run_1/met1.png
Supply wires on this layer in gray.
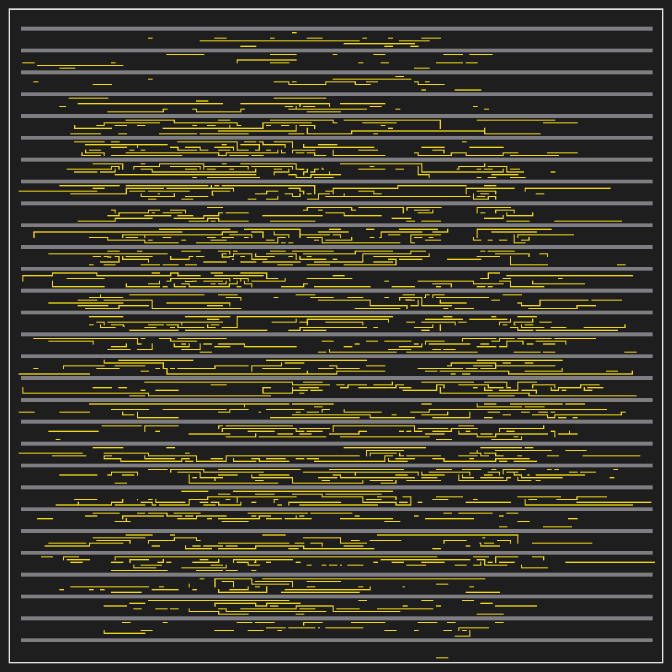
run_1/wire_density.png
The die is cut into 16 by 16 equal tiles; black is low, pale yellow is high, scaled to the fullest tile. Values are wire area over tile area, all layers added.
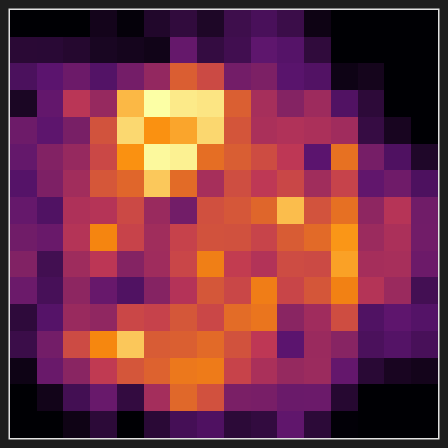
run_1/metal_stack.png
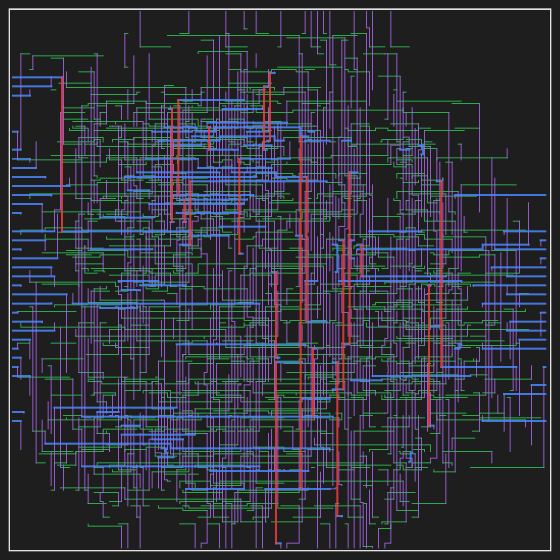
run_1/cell_classes.png
The bar under the picture is 20 um long. Fill, decap, tap and diode cells in gray.
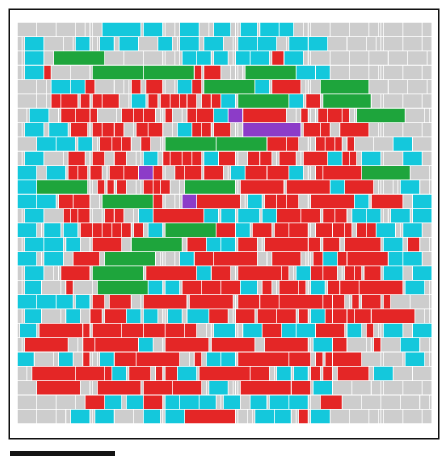
--- config.mk ---
export PLATFORM = sky130hd
export DESIGN_NAME = lc4_issue_scheduler
export DESIGN_NICKNAME = d
export VERILOG_FILES = /design/src/rtl/lc4_issue_scheduler_pkg.sv /design/src/rtl/lc4_issue_scheduler_age_picker.sv /design/src/rtl/lc4_issue_scheduler.sv
export SDC_FILE = /design/constraint.sdc
export NUM_CORES = 1
export LEC_CHECK = 0
export CAP_MARGIN = 20
export CORE_UTILIZATION = 44
export CTS_BUF_LIST = sky130_fd_sc_hd__clkbuf_4
export CTS_CLUSTER_DIAMETER = 150
export DETAILED_ROUTE_END_ITERATION = 10
export PLACE_DENSITY = 0.84
export SLEW_MARGIN = 20
export SYNTH_ARGS = -nofsm -noshare
export SYNTH_HDL_FRONTEND = slang
export SYNTH_HIERARCHICAL = 1
export SYNTH_SLANG_ARGS = --single-unit
--- constraint.sdc ---
create_clock -name clk -period 2.9 [get_ports clk]
set_input_delay 0.435 -clock clk [delete_from_list [all_inputs] [get_ports clk]]
set_output_delay 0.435 -clock clk [all_outputs]
set_load 0.02 [all_outputs]
--- src/rtl/lc4_issue_scheduler_pkg.sv ---
// Shared widths and FSM encodings for the lc4 issue scheduler slice.
// Also holds the age helper used by the picker.
package lc4_issue_scheduler_pkg;
    localparam int N_ENT     = 4;
    localparam int ROB_IDX_W = 2;
    localparam int PREG_W    = 4;
    localparam int N_PREG    = 16;

    localparam logic [0:0] ST_IDLE  = 1'b0;
    localparam logic [0:0] ST_OFFER = 1'b1;

    // Entry age relative to the ROB head; wraps naturally in ROB_IDX_W bits.
    function automatic logic [ROB_IDX_W-1:0] entry_at_age(input logic [ROB_IDX_W-1:0] head,
                                                          input logic [ROB_IDX_W-1:0] age);
        return head + age;
    endfunction
endpackage

--- src/rtl/lc4_issue_scheduler_age_picker.sv ---
// Combinational oldest-first picker over the 4 ROB entries, with an optional
// single-entry mask so an entry being handed off is not picked twice.
module lc4_age_picker
    import lc4_issue_scheduler_pkg::*;
(
    input  logic [N_ENT-1:0]     elig,
    input  logic [ROB_IDX_W-1:0] head,
    input  logic                 mask_en,
    input  logic [ROB_IDX_W-1:0] mask_idx,
    output logic                 found,
    output logic [ROB_IDX_W-1:0] idx
);
    logic [ROB_IDX_W-1:0] cand;

    // Walk from youngest to oldest so the last hit is the oldest eligible entry.
    always_comb begin
        found = 1'b0;
        idx   = '0;
        cand  = '0;
        for (int a = N_ENT - 1; a >= 0; a--) begin
            cand = entry_at_age(head, ROB_IDX_W'(a));
            if (elig[cand] && !(mask_en && (cand == mask_idx))) begin
                found = 1'b1;
                idx   = cand;
            end
        end
    end
endmodule

--- src/rtl/lc4_issue_scheduler.sv ---
// Issue controller for the 4-entry ROB: scoreboard of physical-register readiness,
// oldest-ready pick, and a valid/ready offer to the single execute unit.
module lc4_issue_scheduler
    import lc4_issue_scheduler_pkg::*;
(
    input  logic        clk,
    input  logic        rst,
    input  logic        gwe,
    input  logic        flush,
    input  logic [1:0]  rob_head,
    input  logic [3:0]  iq_valid,
    input  logic [3:0]  iq_issue,
    input  logic [3:0]  iq0_pr1sel,
    input  logic [3:0]  iq1_pr1sel,
    input  logic [3:0]  iq2_pr1sel,
    input  logic [3:0]  iq3_pr1sel,
    input  logic [3:0]  iq0_pr2sel,
    input  logic [3:0]  iq1_pr2sel,
    input  logic [3:0]  iq2_pr2sel,
    input  logic [3:0]  iq3_pr2sel,
    input  logic [3:0]  iq_uses_r1,
    input  logic [3:0]  iq_uses_r2,
    input  logic        alloc_en,
    input  logic [3:0]  alloc_prd,
    input  logic        wb_en,
    input  logic [3:0]  wb_prd,
    input  logic        ex_ready,
    output logic        ex_valid,
    output logic [1:0]  ex_index,
    output logic        rob_issue,
    output logic [1:0]  is_index_out,
    output logic [15:0] sb_ready
);
    // Handshake: a transfer happens on a cycle where ex_valid & ex_ready are both
    // high and no flush is active; ex_valid/ex_index hold steady until then.

    logic [PREG_W-1:0]    pr1sel [N_ENT];
    logic [PREG_W-1:0]    pr2sel [N_ENT];
    logic [N_ENT-1:0]     elig;
    logic [N_PREG-1:0]    sb_next;
    logic [0:0]           state;
    logic [0:0]           state_next;
    logic                 ex_valid_next;
    logic [ROB_IDX_W-1:0] ex_index_next;
    logic                 pick_found;
    logic [ROB_IDX_W-1:0] pick_idx;
    logic                 offer_live;

    assign pr1sel[0] = iq0_pr1sel;
    assign pr1sel[1] = iq1_pr1sel;
    assign pr1sel[2] = iq2_pr1sel;
    assign pr1sel[3] = iq3_pr1sel;
    assign pr2sel[0] = iq0_pr2sel;
    assign pr2sel[1] = iq1_pr2sel;
    assign pr2sel[2] = iq2_pr2sel;
    assign pr2sel[3] = iq3_pr2sel;

    // Registered scoreboard only: a consumer wakes the cycle after its writeback.
    always_comb begin
        for (int i = 0; i < N_ENT; i++) begin
            elig[i] = iq_valid[i] && !iq_issue[i]
                   && (!iq_uses_r1[i] || sb_ready[pr1sel[i]])
                   && (!iq_uses_r2[i] || sb_ready[pr2sel[i]]);
        end
    end

    // Clear is applied after set so an alloc of the same preg wins.
    always_comb begin
        sb_next = sb_ready;
        if (flush) begin
            sb_next = '1;
        end else begin
            if (wb_en)    sb_next[wb_prd]    = 1'b1;
            if (alloc_en) sb_next[alloc_prd] = 1'b0;
        end
    end

    always_ff @(posedge clk or posedge rst) begin
        if (rst)      sb_ready <= '1;
        else if (gwe) sb_ready <= sb_next;
    end

    lc4_age_picker u_picker (
        .elig     (elig),
        .head     (rob_head),
        .mask_en  (state == ST_OFFER),
        .mask_idx (ex_index),
        .found    (pick_found),
        .idx      (pick_idx)
    );

    // An offer whose ROB entry vanished never hands off.
    assign offer_live   = iq_valid[ex_index];
    assign rob_issue    = ex_valid && ex_ready && !flush && offer_live;
    assign is_index_out = ex_index;

    always_comb begin
        state_next    = state;
        ex_valid_next = ex_valid;
        ex_index_next = ex_index;
        if (flush) begin
            state_next    = ST_IDLE;
            ex_valid_next = 1'b0;
        end else begin
            case (state)
                ST_IDLE: begin
                    if (pick_found) begin
                        state_next    = ST_OFFER;
                        ex_valid_next = 1'b1;
                        ex_index_next = pick_idx;
                    end
                end
                ST_OFFER: begin
                    if (!offer_live) begin
                        state_next    = ST_IDLE;
                        ex_valid_next = 1'b0;
                    end else if (ex_ready) begin
                        if (pick_found) begin
                            ex_index_next = pick_idx;
                        end else begin
                            state_next    = ST_IDLE;
                            ex_valid_next = 1'b0;
                        end
                    end
                end
                default: begin
                    state_next    = ST_IDLE;
                    ex_valid_next = 1'b0;
                end
            endcase
        end
    end

    always_ff @(posedge clk or posedge rst) begin
        if (rst) begin
            state    <= ST_IDLE;
            ex_valid <= 1'b0;
            ex_index <= '0;
        end else if (gwe) begin
            state    <= state_next;
            ex_valid <= ex_valid_next;
            ex_index <= ex_index_next;
        end
    end
endmodule

==> ci_impl_report.md, run 1 <==
## Synthesis and layout report

| Metric | Value |
|---|---|
| Total CTS buffers | 3 |
| Flop share of the area | 12.25% |
| CTS tree | built |
| Area Growth Syn to Fin | 53.90% |
| Synthesized flop and latch total | 20 |
| Max Transition Viols Final | 0 |
| Max Cap Violations | 0 |
| Largest register FFs | 16 |
| F_max | 324.4 MHz |
| Worst rel slew slack | 47.41% |
| WHS | 0.5630 ns |
| Post_cts resized | 51 |
| Number of logic gates | 219 |
| Initial antenna violation count | 0 |
| Largest Register | sb_ready |
| Yosys cell count | about 280 |
| Top cell excl fill/tap | clkdlybuf4s50_1 |
| Chip Width | 81.20 um |
| Starting DRT DRC Count | 169 |
| Failing checks | setup timing |
| Worst R2R End | ex_index[0]$_DFFE_PP0P_ |
| Crit Path Max Fanout | 7 |
| Proportion of layout cells with a drive suffix above 1 | between 30% and 40% |
| Met2 global-route usage | 57.82% |
| ANT nets after route | 0 |
| Via density | 6.324 |
| Final worst slack | -0.1827 ns |
| First-pass GRT wire length | 15.61 mm |
| Yosys cell types | 51 |
| Met3 usage | 4.944% |
| Worst Setup EP | ex_index[0]$_DFFE_PP0P_ |
| R2R Path Start | sb_ready[4]$_DFFE_PP1P_ |
| Clock sink total | 20 |
| Die H | 81.20 um |
| Dpl hpwl | 7.036 mm |
| GRT busiest layer | met2 |
| Syn. warnings | 6 |
| Hold-fix buffers, CTS | 0 |
| Async SR Flop Fraction | 100.0% |
| Outcome | complete, but fails checks |
| YS chip area | about 2800 um^2 |
| Vias in the first global route | between 3000 and 4000 |
| Synthesized Nets | 344 |
| Critical Path RT | slightly above 3 ns |
| Leading cell kind | combinational gates |
| Fill count | 447 |
| Post-synth seq share | a little under a fifth |
| # Taps | 75 |
| Chip area | 6593 um^2 |
| Logic area | 2150 um^2 |
| Number of enable flip-flop cells | 0 |
| Core footprint | 5991 um^2 |
| R2R depth | 11 |
| Final Hold Viols | 0 |
| Biggest regs | sb_ready (16), ex_index (2) |
| Tightest Hold Check Type | primary input to async pin |
| H-Tree Level Count | 1 |
| Worst Setup SP | sb_ready[4]$_DFFE_PP1P_ |
| Layout Nets | ~480 |
| Post-CTS Setup Bufs | 25 |
| GPL Wtd Cong | 0.9407 |
| Storage element area | ~520 um^2 |
| Post-layout minimum cycle time | ~3.1 ns |
| Root buffer cell | clkbuf_4 |
| Signal buffers share of area | about a third |
| Buffers on Ports | approximately 86 |
| Late-Pin Clk Latency | 0.32 ns |
| RSZ-0062 raised after global routing | yes |
| Clock Buffer Count | 3 |
| Initial Util | 46.07% |
| Pleak | between 1.5 and 2 nW |
| Buffers excl. clock | 153 |
| Commonest flop | dfstp_2 |
| Post-Syn Instances | 279 |
| Pwr per Cell Area | 392.0 nW/um^2 |
| Clock-cell share | 1.237% |
| Avg Inst Size Synth | 9.893 um^2 |
| Placement Setup Slack | -0.8113 ns |
| CP endpoint kind | flip-flop |
| Combinational fraction of the cell area | 50.60% |
| FP Rows | 28 |
| # DRC | 0 |
| Crit Path Category | flip-flop to flip-flop |
| Data arrival time of the worst path | 3.29 ns |
| Seq cells | 20 |
| Most frequent cells in the layout | 69 x clkdlybuf4s50_1, 63 x buf_4, 32 x a21oi_1 |
| Least-Margin Pin Slew | about 0.8 ns |
| Largest net degree at the start of global routing | 21 |
| Antenna Cells | 0 |
| Final tally of setup violations | 4 |
| Post-Syn Area | 2760 um^2 |
| Tool Warnings | 29 |
| Clk slew on worst S/H paths | ~0.11 ns |
| Peak supply drop | 0.3105 mV |
| Fin crit share | 106.3% |
| Max Root-Sink Buffers | 2 |
-- met1.png (at the start) --
nets with wire on the layer: 416
wire length on this layer: 3710 um
share of all routed wire: 37%
main direction: horizontal
longest straight run: 40.0 um
M1 GR Usage: 37.91%
final WL: 10.03 mm
via count: 3086

-- wire_density.png (at the start) --
fullest tile: 0.70
mean over tiles: 0.26
densest ninth of the die: center
global router's overall resource usage: 31.91%
wire per inst: 20.56 um

-- metal_stack.png (at the start) --
legend:
  red:
    layer: met4
    wire_length: 355 um
  purple:
    layer: met2
    wire_length: 5050 um
  blue:
    layer: met3
    wire_length: 914 um
  green:
    layer: met1
    wire_length: 3710 um

-- cell_classes.png (at the start) --
legend:
  green:
    class: flip-flops
    cells: 20
  purple:
    class: clock drivers and dummy loads
    cells: 4
  red:
    class: all other logic
    cells: 236
  cyan:
    class: other buffers and delay cells
    cells: 153

run 1: synthesized netlist by cell type (2+ instances only):
| library cell | n | area share, % |
|---|---|---|
| nor2b_1 | 6 | 1.4 |
| dfrtp_1 | 4 | 3.6 |
| a21oi_1 | 32 | 5.8 |
| nor3b_1 | 4 | 1.1 |
| mux2_2 | 10 | 4.1 |
| mux4_2 | 21 | 17 |
| a211oi_1 | 2 | 0.54 |
| mux2i_1 | 28 | 10 |
| nor3_1 | 3 | 0.54 |
| nand3b_1 | 2 | 0.54 |
| buf_4 | 5 | 1.4 |
| buf_6 | 4 | 1.6 |
| o31ai_2 | 2 | 0.91 |
| nand2b_1 | 7 | 1.6 |
| clkbuf_1 | 4 | 0.54 |
| and3b_1 | 5 | 1.6 |
| o22a_1 | 7 | 2.2 |
| a311oi_1 | 3 | 0.95 |
| o221ai_1 | 6 | 1.9 |
| and3_1 | 7 | 1.6 |
| nand3_1 | 8 | 1.5 |
| o21ai_1 | 2 | 0.36 |
| nor2_1 | 11 | 1.5 |
| a21o_1 | 2 | 0.54 |
| mux4_1 | 7 | 6.7 |
| o21ai_0 | 10 | 1.8 |
| buf_2 | 7 | 1.3 |
| nand2_1 | 12 | 1.6 |
| nand4_1 | 2 | 0.45 |
| a31oi_1 | 4 | 0.91 |
| inv_1 | 17 | 2.3 |
| dfstp_2 | 16 | 15 |
run 1: worst min-delay path by stage:
stage | endpoint | start | slack, ns | cells past startpoint
after floorplan | ex_index[0]$_DFFE_PP0P_ | rst | 0.39 | 1
after global placement | ex_valid$_DFFE_PP0P_ | ex_valid$_DFFE_PP0P_ | 0.57 | 2
after detailed placement | ex_valid$_DFFE_PP0P_ | ex_valid$_DFFE_PP0P_ | 0.58 | 2
after CTS | ex_valid$_DFFE_PP0P_ | rst | 0.59 | 2
after global routing | ex_valid$_DFFE_PP0P_ | ex_valid$_DFFE_PP0P_ | 0.62 | 2
final | state$_DFFE_PP0P_ | rst | 0.56 | 2
run 1: routing by layer:
layer	vias up	routed length (um)
li1	1361	-
met3	43	913
met4	0	354
met1	1471	3713
met5	-	0
met2	211	5050
run 1: power breakdown:
group	switching, mW	internal [mW]	leakage [nW]
clock	0.0979	0.140	0.0279
sequential	0.108	0.342	0.220
combinational	0.438	0.540	1.45
total	0.643	1.02	1.70
run 1: worst max-delay path, stage by stage (launching register included):
cell and delay (ns):
dfstp_2 0.65, mux2i_1 0.12, mux4_2 0.50, a311oi_2 0.22
and3_4 0.25, mux4_2 0.25, a21boi_4 0.19, inv_2 0.04
nand4_1 0.11, nand2_2 0.09, a211oi_4 0.23, mux2_4 0.32
run 1: kinds of logic after synthesis:
family          count (synthesis)  share of synthesized area (%)
compound gates                 79                          18.81
xor+xnor                        3                          1.496
buf+inv                        40                          7.977
flops                          20                          18.86
mux                            67                          38.85
simple gates                   70                          14.01
run 1: stage by stage:
stage          setup TNS, ns  instance area (um^2)  instances
4_1_cts              -0.4267                  4234        488
2_1_floorplan        -0.1805                  2800        279
5_1_grt               -1.145                  4248        488
3_3_place_gp          -2.230                  3915        462
3_5_place_dp          -2.886                  3915        462
6_report             -0.5664                  4248        488
run_1/final_placement.png
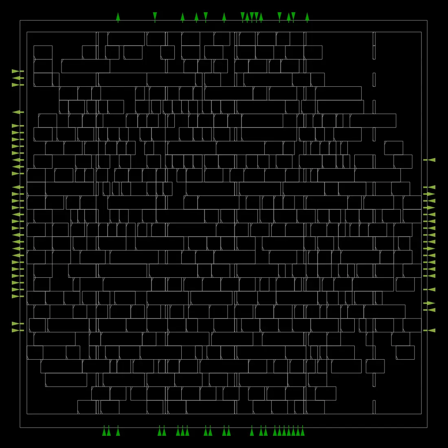

--- run 2 (diff from run 1) ---
REMOVE_ABC_BUFFERS = 1   (was default)
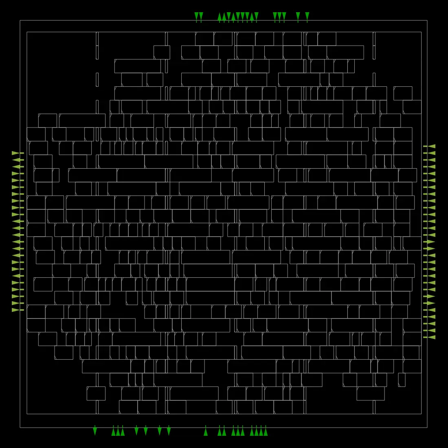
run_2/final_placement.png
Seq cells: 20
fill count: 464
flop share of the area: 12.59%

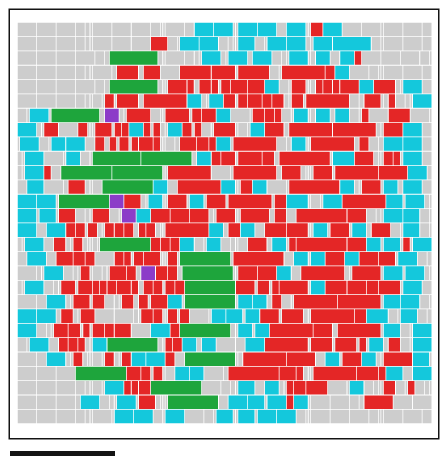
run_2/cell_classes.png
The bar under the picture is 20 um long. Fill, decap, tap and diode cells in gray.
legend:
  purple:
    class: clock drivers and dummy loads
    cells: 4
  cyan:
    class: other buffers and delay cells
    cells: 149
  red:
    class: all other logic
    cells: 236
  green:
    class: flip-flops
    cells: 20

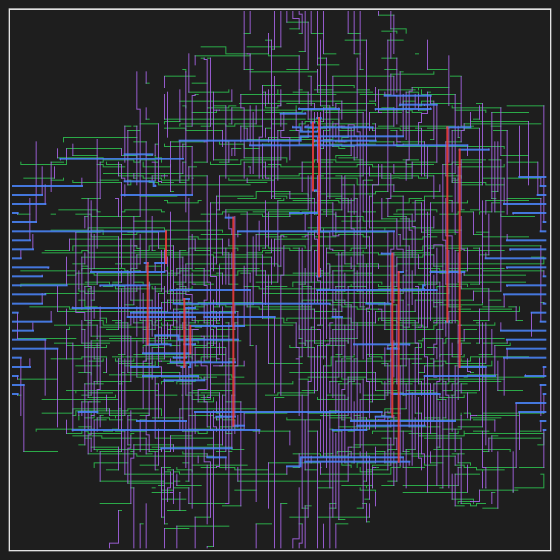
run_2/metal_stack.png
legend:
  red:
    layer: met4
    wire_length: 212 um
  blue:
    layer: met3
    wire_length: 788 um
  green:
    layer: met1
    wire_length: 3720 um
  purple:
    layer: met2
    wire_length: 4320 um
wire per inst: 18.68 um
global router's overall resource usage: 28.77%
via count: 3009
final WL: 9.040 mm

==> run 2 against run 1 <==
Effect of this change: the run still ends with setup timing left; via count down 2.5%; first-iteration DRC count up 51%; worst setup slack worse by 0.0087 ns; largest power group unchanged.
==> ci_impl_report.md, run 2 <==
## Synthesis and layout report

| Metric | Value |
|---|---|
| Most frequent cells in the layout | 68 x clkdlybuf4s50_1, 59 x buf_4, 31 x a21oi_1 |
| F_max | 323.5 MHz (-0.28%) |
| Post-Synth XOR/XNOR Area | 1.496% (unchanged) |
| Area Growth Syn to Fin | 49.82% |
| Dominant kind of combinational cell | multiplexers |
| Avg Inst Size Synth | 9.893 um^2 (unchanged) |
| Outcome | complete, but fails checks |
| Post-Syn Area | 2760 um^2 (unchanged) |
| Largest register FFs | 16 (unchanged) |
| Critical Path RT | 3.10 ns (about the same) |
| Crit Path Max Fanout | 5 (-2) |
| Area leader share | 17.14% (unchanged) |
| Biggest regs | sb_ready (16), ex_index (2) |
| Critical path, cell by cell | buf_4 > mux2_2 > o22ai_1 > o41ai_1 > o2111a_2 > mux4_2 > a21boi_2 > inv_1 > nand4_1 > nand2_1 > a211oi_2 > mux2_2 |
| Psw | 0.6038 mW (-6.2%) |
| Clk slew on worst S/H paths | 0.11 ns (about the same) |
| ANT nets after route | 0 (unchanged) |
| WP buf/inv | 2 (+1) |
| CP max stage cell | dfstp_2 |
| Synthesized flop and latch total | 20 (unchanged) |
| Antenna Cells | 0 (unchanged) |
| Vias in the first global route | 2989 (-4.9%) |
| Via density | 6.217 (-1.7%) |
| Largest net degree at the start of global routing | 21 (unchanged) |
| Clock sink total | 20 (unchanged) |
| Adder Area Share | 0% (unchanged) |
| YS chip area | 2760 um^2 (unchanged) |
| Aoi share | 18.81% (unchanged) |
| Syn. warnings | 6 (unchanged) |
| Final worst slack | -0.1914 ns (-0.008743 ns) |
| Post-Syn Instances | 279 (unchanged) |
| H-Tree Level Count | 1 (unchanged) |
| Final tally of setup violations | 4 (unchanged) |
| Int Power | 0.9222 mW (-9.7%) |
| Area post-placement | 4014 um^2 (+2.5%) |
| Tool Warnings | 27 (-6.9%) |
| First-pass GRT wire length | 14.49 mm (-7.2%) |
| CP most frequent cell | mux2_2 |
| Late-Pin Clk Latency | 0.30 ns (-0.02 ns) |
| Buffers on Ports | 86 (unchanged) |
| Dpl hpwl | 6.861 mm (-2.5%) |
| Top cell excl fill/tap | clkdlybuf4s50_1 |
| Failing checks | setup timing |
| Max Cap Violations | 0 (unchanged) |
| Fin crit share | 106.6% (+0.30 points) |
| Async SR Flop Fraction | 100.0% (unchanged) |
| Commonest flop | dfstp_2 |
| Simple share | 14.01% (unchanged) |
| Worst rel slew slack | 50.86% (+3.4 points) |
| FP Rows | 28 (unchanged) |
| Pwr per Cell Area | 369.0 nW/um^2 (-5.8%) |
| Cell type with the highest aggregate area in the netlist | mux4_2 |
| Root buffer cell | clkbuf_4 |
| Yosys cell count | 279 (unchanged) |
| # DRC | 0 (unchanged) |
| Die H | 81.20 um (unchanged) |
| Sw frac | 39.57% (+0.92 points) |
| Yosys cell types | 51 (unchanged) |
| Largest Register | sb_ready |
| Post-layout minimum cycle time | 3.091 ns (+0.008743 ns) |
| Clock share of power | 9.6% (-4.7 points) |
| Top post-synthesis cells by count | 32 x a21oi_1, 28 x mux2i_1, 21 x mux4_2 |
| Proportion of layout cells with a drive suffix above 1 | 34.23% (-2.3 points) |
| Layout Nets | 475 (-0.84%) |
| Max Root-Sink Buffers | 2 (unchanged) |
| Data arrival time of the worst path | 3.29 ns (about the same) |
| Post-synth seq share | 18.86% (unchanged) |
| Starting DRT DRC Count | 256 (+51%) |
| Crit-path max cell delay | 0.62 ns (-0.03 ns) |
| RSZ-0062 raised after global routing | yes |
| Finished Cell Area | 4135 um^2 (-2.7%) |
| CTS tree | built |
| Flop pwr share | 29.1% (+2.1 points) |
| GPL Wtd Cong | 0.9448 (+0.44%) |
| Final Hold Viols | 0 (unchanged) |
| Peak supply drop | 0.3916 mV (+26%) |
| Synth top cell by count | a21oi_1 |
| Initial antenna violation count | 0 (unchanged) |
| Max Transition Viols Final | 0 (unchanged) |
| Chip area | 6593 um^2 (unchanged) |
| Least-Margin Pin Slew | 0.7363 ns (-0.05168 ns) |
| Initial Util | 46.07% (unchanged) |
| Core footprint | 5991 um^2 (unchanged) |
| CP delay by family, top | AND-OR/OR-AND gates |
| Pleak | 1.665 nW (-2.1%) |
| Cell area leaders | mux4_2 17%, dfstp_2 15%, mux2i_1 10% |
| Total CTS buffers | 3 (unchanged) |
| Crit Path Category | flip-flop to flip-flop |
| CP endpoint kind | flip-flop |
| Hold-fix buffers, CTS | 0 (unchanged) |
run 2: metal layers:
layer | part of all wire, % | routed length [um] | vias to the layer above | track usage, %
met4 | 2.3 | 211 | 0 | 9.286
met1 | 41 | 3719 | 1443 | 39.02
met2 | 48 | 4321 | 189 | 48.66
met5 | 0 | 0 | - | 0
met3 | 8.7 | 787 | 25 | 2.135
li1 | - | - | 1352 | -
run 2: final timing paths:
| path | from | to | slack [ns] | cells past startpoint |
|---|---|---|---|---|
| max reg2reg | sb_ready[3]$_DFFE_PP1P_ | ex_index[0]$_DFFE_PP0P_ | -0.19 | 12 |
| min in group clk | ex_valid$_DFFE_PP0P_ | ex_valid$_DFFE_PP0P_ | 0.59 | 2 |
| max | sb_ready[3]$_DFFE_PP1P_ | ex_index[0]$_DFFE_PP0P_ | -0.19 | 12 |
| min reg2reg | ex_valid$_DFFE_PP0P_ | ex_valid$_DFFE_PP0P_ | 0.59 | 2 |
| max in group asynchronous | rst | ex_index[1]$_DFFE_PP0P_ | 1.90 | 2 |
| min | rst | ex_valid$_DFFE_PP0P_ | 0.54 | 2 |
run 2: kinds of logic after synthesis:
family / Yosys count
compound gates: 79
simple gates: 70
mux: 67
buf+inv: 40
flops: 20
xor+xnor: 3
run 2: power by group through the flow:
stage	combinational [mW]	sequential, mW	clock (mW)
3_3_place_gp	0.873	0.445	0
5_1_grt	0.998	0.457	0.157
2_1_floorplan	0.359	0.497	0
3_5_place_dp	0.883	0.447	0
4_1_cts	0.922	0.442	0.150
6_report	0.936	0.445	0.146
run 2: final cells by class:
class	count	area, um^2	share of cell area, %
tap	75	93.84	2.269
clock buffer	4	30.03	0.7262
multi-input combinational	219	2091	50.56
sequential	20	520.5	12.59
inverter	17	63.81	1.543
timing repair buffer	149	1336	32.31
run 2: metrics by stage:
step           cells  hold WS [ns]  TNS, ns  worst slack (ns)
2_1_floorplan    256        0.3870  -0.5004           -0.2502
3_3_place_gp     476        0.5496   -2.773           -0.7258
3_5_place_dp     476        0.5441   -3.233           -0.8783
4_1_cts          484        0.5583  -0.4760           -0.1629
5_1_grt          484        0.6045   -1.115           -0.3276
6_report         484        0.5418  -0.6201           -0.1914
run 2: what timing repair did:
item / CTS / global route
setup endpoints to repair: 4 / 4
setup buffers: 4 / 0
pin swaps: 10 / 1
resized: 40 / 3
Power and IR drop assume default switching activity.
